<file path="src/rtl/l3_sequencer.sv">
// Purpose : instruction initiator for the lab-3 datapath controller; steps a
//           small {opcode, data} program through the execute/operation handshake.
// Latency : execute rises on the 3rd rising edge counting the one that samples start
//           (IDLE -> FETCH -> ISSUE -> request). Each later word takes FETCH + ISSUE +
//           the controller's DONE/IDLE handshake + one NEXT cycle.
// Backpres: the sequencer stalls in WAIT_DONE / WAIT_IDLE until the controller
//           answers. It gives up after TIMEOUT cycles and parks in ERR.
//
// Ports   : clk, reset (sync, active-high)
//           prog_we/prog_addr/prog_wdata - program load, ignored while busy
//           prog_len   - index of the last word to run, read live in S_NEXT
//           start      - level, begins a run from address 0 in IDLE or HALT
//           step       - single-step advance (SEQ_SINGLE_STEP_EN builds only)
//           ctrl_state - controller state (IDLE=4'b0000, DONE=4'b1000)
//           execute/operation/data_out - request, opcode and data to the datapath
//           pc, busy, prog_done, err  - run status
//
// Build option: define SEQ_SINGLE_STEP_EN to make S_NEXT wait for step=1.
//               When it is undefined, step is present but unused.

module l3_sequencer #(
    parameter int PROG_DEPTH = 16,
    parameter int DATA_W     = 4,
    parameter int TIMEOUT    = 64,
    parameter int AW         = $clog2(PROG_DEPTH)
) (
    input  logic              clk,
    input  logic              reset,
    input  logic              prog_we,
    input  logic [AW-1:0]     prog_addr,
    input  logic [DATA_W+2:0] prog_wdata,
    input  logic [AW-1:0]     prog_len,
    input  logic              start,
    input  logic              step,
    input  logic [3:0]        ctrl_state,
    output logic              execute,
    output logic [2:0]        operation,
    output logic [DATA_W-1:0] data_out,
    output logic [AW-1:0]     pc,
    output logic              busy,
    output logic              prog_done,
    output logic              err
);

    localparam int IW = DATA_W + 3;
    localparam int CW = (TIMEOUT > 2) ? $clog2(TIMEOUT) : 1;
    localparam logic [CW-1:0] CNT_LAST = CW'(TIMEOUT - 1);

    localparam logic [3:0] CTRL_IDLE = 4'b0000;
    localparam logic [3:0] CTRL_DONE = 4'b1000;
    // Opcode 101 is reserved by the controller; in a program it terminates the run.
    localparam logic [2:0] OP_HALT   = 3'b101;

    typedef enum logic [2:0] {
        S_IDLE,
        S_FETCH,
        S_ISSUE,
        S_WAIT_DONE,
        S_WAIT_IDLE,
        S_NEXT,
        S_HALT,
        S_ERR
    } state_t;

    state_t            state_q, state_d;
    logic [AW-1:0]     pc_q, pc_d;
    logic [CW-1:0]     cnt_q, cnt_d;
    logic              exec_q, exec_d;
    logic [2:0]        op_q, op_d;
    logic [DATA_W-1:0] data_q, data_d;
    logic              busy_q, busy_d;
    logic              done_q, done_d;
    logic              err_q, err_d;

    // Program store. It has no reset, so a loaded program survives a reset.
    logic [IW-1:0]     mem [PROG_DEPTH];
    logic [IW-1:0]     instr_q;
    logic [2:0]        instr_op;
    logic [DATA_W-1:0] instr_dat;

    assign instr_op  = instr_q[IW-1:DATA_W];
    assign instr_dat = instr_q[DATA_W-1:0];

    // Advance qualifier for S_NEXT.
    logic step_ok;
`ifdef SEQ_SINGLE_STEP_EN
    assign step_ok = step;
`else
    assign step_ok = 1'b1;
    logic unused_step;
    assign unused_step = step;
`endif

    // A write and a fetch can never collide: fetches happen only while busy,
    // and writes are accepted only while idle.
    always_ff @(posedge clk) begin
        if (prog_we && !busy_q) begin
            mem[prog_addr] <= prog_wdata;
        end
        if (state_q == S_FETCH) begin
            instr_q <= mem[pc_q];
        end
    end

    always_ff @(posedge clk) begin
        if (reset) begin
            state_q <= S_IDLE;
            pc_q    <= '0;
            cnt_q   <= '0;
            exec_q  <= 1'b0;
            op_q    <= '0;
            data_q  <= '0;
            busy_q  <= 1'b0;
            done_q  <= 1'b0;
            err_q   <= 1'b0;
        end else begin
            state_q <= state_d;
            pc_q    <= pc_d;
            cnt_q   <= cnt_d;
            exec_q  <= exec_d;
            op_q    <= op_d;
            data_q  <= data_d;
            busy_q  <= busy_d;
            done_q  <= done_d;
            err_q   <= err_d;
        end
    end

    always_comb begin
        state_d = state_q;
        pc_d    = pc_q;
        cnt_d   = cnt_q;
        exec_d  = exec_q;
        op_d    = op_q;
        data_d  = data_q;
        busy_d  = busy_q;
        done_d  = done_q;
        err_d   = err_q;

        case (state_q)
            S_IDLE: begin
                if (start) begin
                    pc_d    = '0;
                    busy_d  = 1'b1;
                    state_d = S_FETCH;
                end
            end

            S_FETCH: begin
                state_d = S_ISSUE;
            end

            S_ISSUE: begin
                if (instr_op == OP_HALT) begin
                    busy_d  = 1'b0;
                    done_d  = 1'b1;
                    state_d = S_HALT;
                end else begin
                    exec_d  = 1'b1;
                    op_d    = instr_op;
                    data_d  = instr_dat;
                    cnt_d   = '0;
                    state_d = S_WAIT_DONE;
                end
            end

            // DONE is tested before the timeout, so DONE arriving on the last
            // counted cycle still counts as success.
            S_WAIT_DONE: begin
                if (ctrl_state == CTRL_DONE) begin
                    exec_d  = 1'b0;
                    cnt_d   = '0;
                    state_d = S_WAIT_IDLE;
                end else if (cnt_q == CNT_LAST) begin
                    exec_d  = 1'b0;
                    err_d   = 1'b1;
                    busy_d  = 1'b0;
                    state_d = S_ERR;
                end else begin
                    cnt_d = cnt_q + 1'b1;
                end
            end

            S_WAIT_IDLE: begin
                if (ctrl_state == CTRL_IDLE) begin
                    state_d = S_NEXT;
                end else if (cnt_q == CNT_LAST) begin
                    err_d   = 1'b1;
                    busy_d  = 1'b0;
                    state_d = S_ERR;
                end else begin
                    cnt_d = cnt_q + 1'b1;
                end
            end

            // prog_len is read live here. The end test comes before the
            // increment, so pc never wraps past the last word.
            S_NEXT: begin
                if (step_ok) begin
                    if (pc_q == prog_len) begin
                        busy_d  = 1'b0;
                        done_d  = 1'b1;
                        state_d = S_HALT;
                    end else begin
                        pc_d    = pc_q + 1'b1;
                        state_d = S_FETCH;
                    end
                end
            end

            S_HALT: begin
                if (start) begin
                    done_d  = 1'b0;
                    pc_d    = '0;
                    busy_d  = 1'b1;
                    state_d = S_FETCH;
                end
            end

            S_ERR: begin
                // Terminal until reset; start is deliberately ignored.
            end

            default: begin
                state_d = S_IDLE;
            end
        endcase
    end

    assign execute   = exec_q;
    assign operation = op_q;
    assign data_out  = data_q;
    assign pc        = pc_q;
    assign busy      = busy_q;
    assign prog_done = done_q;
    assign err       = err_q;

endmodule
</file>
<file path="config.mk">
export PLATFORM = sky130hd
export DESIGN_NAME = l3_sequencer
export DESIGN_NICKNAME = d
export VERILOG_FILES = /design/src/rtl/l3_sequencer.sv
export SDC_FILE = /design/constraint.sdc
export NUM_CORES = 1
export LEC_CHECK = 0
export CORE_UTILIZATION = 41
export DETAILED_ROUTE_END_ITERATION = 12
export GPL_TIMING_DRIVEN = 1
export PLACE_DENSITY_LB_ADDON = 0.08
export SLEW_MARGIN = 15
export SYNTH_ARGS = -nofsm -noshare
export SYNTH_HDL_FRONTEND = slang
export SYNTH_SLANG_ARGS = --single-unit
</file>
<file path="constraint.sdc">
create_clock -name clk -period 2.4 [get_ports clk]
set_input_delay 0.48 -clock clk [delete_from_list [all_inputs] [get_ports clk]]
set_output_delay 0.48 -clock clk [all_outputs]
set_load 0.01 [all_outputs]
</file>
==> impl_metrics.csv, run 1 <==
group,metric,value,unit
synth,synthesis.instances,359,
final_timing,rsz0062_at_grt,"no",
floorplan,rows,43,
cts,cts_resized,0,
worst_setup_path,reg2regPathDepth,3,
hold_path,hp-start,"data_out[1]$_SDFFE_PP0P_",
cells_and_area,lay_top_count,"edfxtp_1",
worst_setup_path,worst_setup_path_end_kind,"output port",
synth,ys_sh_adder,0.004188,
cells_and_area,drive_gt1_frac,0.2336,
synth,top_area_frac,0.5981,
cells_and_area,layout_top_cells,"edfxtp_1 (119), clkdlybuf4s50_1 (37), mux4_2 (35)",
synth,synth.net_count,385,
drt,first_iter_violations,319,
final_timing,setup_tns,0,ps
drt,ant_nets,0,
cells_and_area,syn2layout_area_growth,21.99,%
cts,numClockSinks,143,
place,placed_area,0.006754,mm^2
status,status,"finished, final reports clean",
cts,h-tree-depth,4,
cells_and_area,top_regs,"mem (112), instr_q (7), cnt_q (6)",
worst_setup_path,rr_endpoint,"instr_q[3]$_DFFE_PP_",
synth,ys_top_logic_family,"multiplexers",
synth,synth-edff-count,119,
worst_setup_path,cp.required,1920,ps
power_and_ir_drop,internal_power,0.004548,W
synth,async_flop_share,0,
cts,ctsHoldBuffers,0,
global_routing,grt_start_max_net_pins,33,
synth,synthAoiAreaFrac,0.06492,
power_and_ir_drop,pwr-share-seq,0.491,
synth,topCellsByArea,"edfxtp_1 (60%), mux4_2 (13%), dfxtp_1 (8.0%), a21oi_1 (1.7%), nor2_1 (1.3%)",
cts,clk_latency,400,ps
drt,first_pass_iters,4,
power_and_ir_drop,p_comb,0.000570,W
worst_setup_path,arrival,1740,ps
worst_setup_path,crit_chain,"clkdlybuf4s50_1",
power_and_ir_drop,pwr-share-comb,0.098,
power_and_ir_drop,power_leader,"registers",
cells_and_area,largest_register_ffs,112,
synth,synthMuxAreaShare,0.1319,
synth,syn_area,0.005974,mm^2
worst_setup_path,crit_end,"pc[3]",
worst_setup_path,cp_num_buf_inv,1,
hold_path,whs_endpoint,"data_out[1]$_SDFFE_PP0P_",
flow_run,cap_violations,0,
drt,num_vias,3364,
cts,postCtsSetupBuffers,0,
synth,syn_avg_cell_area,16.64,um^2
synth,simple_gate_share,0.08859,
drt,wl_met1,5569,um
place,hpwl,8712,um
worst_setup_path,crit_cells,1,
global_routing,grt.busiest_layer,"met2",
worst_setup_path,start_kind,"register",
cts,clkTransAtPathRegs,50,ps
floorplan,coreArea,0.01404,mm^2
place,port_buffers,37,
place,gp_congestion,0.8399,
global_routing,grt_pass1_wl,19400,um
power_and_ir_drop,leakage,2.308,nW
hold_path,hold_depth,2,
drt,finalWirelength,12400,um
global_routing,use_met1,0.2298,
synth,yosysWarnings,0,
synth,yosys.area.top_type,"edfxtp_1",
synth,yosys_cells,359,
power_and_ir_drop,power_density,801.9,mW/mm^2
[run 1: final cells by class]
cell class	instances	area share
clock buffer	21	0.06043
clock inverter	8	0.01288
inverter	9	0.004635
multi-input combinational	191	0.2458
sequential	143	0.5564
tap	180	0.03090
timing repair buffer	69	0.08893
[run 1: per-stage QoR]
step | power (W) | utilization | hold WS, ps | setup slack (ps) | instances
after global routing | 0.006082 | 0.5190 | 486.1 | 68.60 | 621
after floorplan | 0.003234 | - | 469.4 | 436.1 | 359
after detailed placement | 0.003490 | 0.4810 | 453.8 | 84.39 | 592
after CTS | 0.005904 | 0.5190 | 461.0 | 134.8 | 621
final | 0.005845 | 0.5190 | 458.4 | 182.7 | 621
after global placement | 0.003480 | 0.4810 | 445.0 | 117.2 | 592
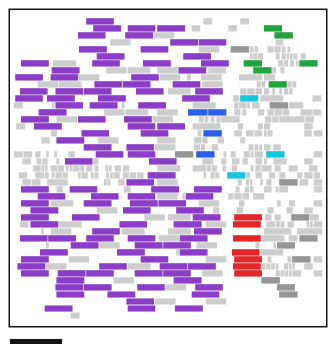
*Sequential cells grouped by signal name, run 1*
Scale bar: 20 um. Other sequential cells in the stronger gray, the rest of the logic in the fainter gray.
color	signal	placed flops
purple	mem	112
red	instr_q	7
green	cnt_q	6
cyan	state_q	3
blue	pc	4
not colored	11

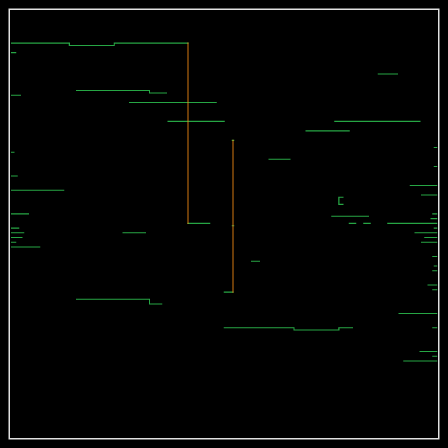
*Routed metal, one color a layer, run 1*
Two of the layers only.
color	layer	wire length
orange	metal 4	95.2 um
green	metal 3	390 um

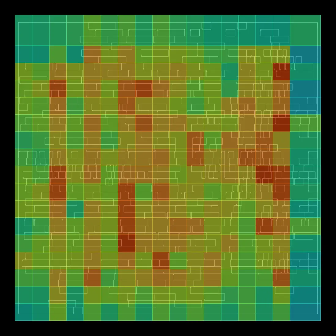
*Routing congestion, run 1*
GRT met3 Usage: 0.05065
drt wl/cell: 19.97 um
overall routing resource usage: 0.1836
GR Layer Usage met2: 0.3111

==> run 2, diff against run 1 <==
--- a/config.mk
+++ b/config.mk
@@ -9,6 +9,7 @@
 export DETAILED_ROUTE_END_ITERATION = 12
 export GPL_TIMING_DRIVEN = 1
 export PLACE_DENSITY_LB_ADDON = 0.08
+export SETUP_SLACK_MARGIN = 0.02
 export SLEW_MARGIN = 15
 export SYNTH_ARGS = -nofsm -noshare
 export SYNTH_HDL_FRONTEND = slang
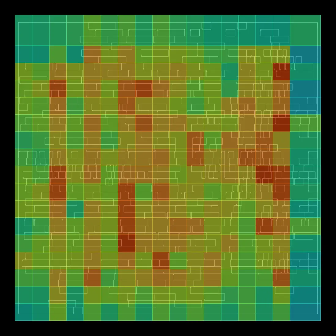
*Routing congestion, run 2*
Top Usage Layer GRT: met2
final core utilization: 0.5190

==> run 2 against run 1 <==
Via count did not move. Worst hold slack did not move. Clock-buffer cell count did not move. First-iteration DRC count did not move. Power did not move. Combinational power barely moved. Clock skew did not move. Register-to-register slack barely moved. Sequential share of layout area did not move. Critical path depth did not move. Critical endpoint unchanged. Largest cell class unchanged.
==> impl_metrics.csv, run 2 <==
group,metric,value,unit
synth,yosys.area.top_type,"edfxtp_1",
drt,first_pass_iters,4,
place,gp_congestion,0.8399,
global_routing,use_met1,0.2298,
worst_setup_path,crit_cells,1,
worst_setup_path,worst_setup_path_end_kind,"output port",
worst_setup_path,cp.required,1920,ps
cells_and_area,inverters,9,
place,hpwl,8712,um
power_and_ir_drop,internal_power,0.004548,W
global_routing,use_met2,0.3111,
synth,syn_area,0.005974,mm^2
synth,ys_seq_frac,0.6785,
power_and_ir_drop,clock_power,0.00240,W
hold_path,whs_endpoint,"data_out[1]$_SDFFE_PP0P_",
hold_path,hold_depth,2,
cells_and_area,largest_register_ffs,112,
power_and_ir_drop,p_comb,0.000570,W
cells_and_area,logic_gates,191,
global_routing,grt_util_met3,0.05065,
drt,num_vias,3364,
cts,cts_resized,0,
cells_and_area,biggestCellCategory,"flip-flops and latches",
worst_setup_path,arrival,1740,ps
worst_setup_path,reg2regPathDepth,3,
cells_and_area,drive_gt1_frac,0.2336,
power_and_ir_drop,leakage,2.308,nW
place,port_buffers,37,
synth,synthesis.instances,359,
worst_setup_path,rr_endpoint,"instr_q[3]$_DFFE_PP_",
final_timing,worst_pin_slew,659.9,ps
global_routing,grt_start_max_net_pins,33,
place,placed_area,0.006754,mm^2
status,status,"finished, final reports clean",
drt,wl_met1,5569,um
synth,syn_avg_cell_area,16.64,um^2
synth,yosys_cells,359,
cells_and_area,final_cells,621,
place,place_inst,592,
worst_setup_path,cp_num_buf_inv,1,
power_and_ir_drop,fin_total_pwr,0.005845,W
power_and_ir_drop,pwr-share-comb,0.098,
power_and_ir_drop,power_leader,"registers",
floorplan,taps,180,
flow_run,cap_violations,0,
final_timing,hold_slack,458.4,ps
floorplan,coreArea,0.01404,mm^2
synth,async_flop_share,0,
cells_and_area,flops,143,
cts,clkTransAtPathRegs,50,ps
cells_and_area,layout_top_cells,"edfxtp_1 (119), clkdlybuf4s50_1 (37), mux4_2 (35)",
hold_path,hp-start,"data_out[1]$_SDFFE_PP0P_",
cts,numClockSinks,143,
drt,finalWirelength,12400,um
cells_and_area,clock_cell_area_share,0.07330,
cells_and_area,lay_top_count,"edfxtp_1",
cts,clk_latency,400,ps
cells_and_area,buffer_area_frac,0.08893,
cells_and_area,sh_comb_area,0.2458,
place,place_ws,84.39,ps
final_timing,fin_skew,4.644,ps
cells_and_area,n_all_buffers,69,
cts,h-tree-depth,4,
synth,synth.net_count,385,
power_and_ir_drop,pwr-share-seq,0.491,
cells_and_area,syn2layout_area_growth,21.99,%
cells_and_area,final_cell_area,0.007288,mm^2
drt,first_iter_violations,319,
global_routing,grt_pass1_wl,19400,um
synth,yosysWarnings,0,
cts,ctsHoldBuffers,0,
final_timing,setup_tns,0,ps
power_and_ir_drop,pg_seq,0.00287,W
worst_setup_path,start_kind,"register",
drt,ant_nets,0,
synth,synth-edff-count,119,
cells_and_area,seq_share,0.5564,
power_and_ir_drop,ir_worst_vdd,0.4315,mV
cells_and_area,top_regs,"mem (112), instr_q (7), cnt_q (6)",
final_timing,worst_slack,182.7,ps
worst_setup_path,crit_end,"pc[3]",
cts,postCtsSetupBuffers,0,
power_and_ir_drop,power_density,801.9,mW/mm^2
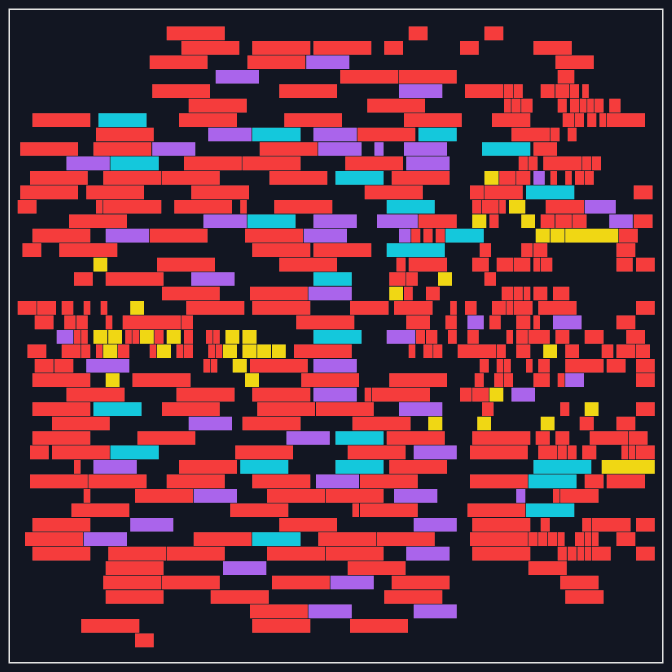
*Cells by drive strength, run 2*
color	size	cells	share
yellow	_3 and _4 cells	33	7.5%
cyan	_6 and larger	22	5.0%
red	_0 and _1 cells	338	77%
purple	_2 cells	48	11%

[run 2: cell counts in the layout (fill, tap and decap cells not counted)]
No cell type changed its count.
[run 2: worst min-delay path: cells and delay by family (launching register included)]
kind             cells  cell delay [ps]
AND/OR/NAND/NOR      1               50
flip-flops           1              310
AND-OR/OR-AND        1               50
[run 2: kinds of logic (layout without fill, tap and decap cells)]
logic type | after synthesis | count (layout) | synth area share
compound gates | 54 | 54 | 0.06492
xor+xnor | 4 | 4 | 0.01026
fa+ha+maj | 2 | 2 | 0.004188
buf+inv | 25 | 107 | 0.02157
flops | 143 | 143 | 0.6785
mux | 35 | 35 | 0.1319
simple gates | 96 | 96 | 0.08859
Power is estimated from default activity; no workload was simulated.
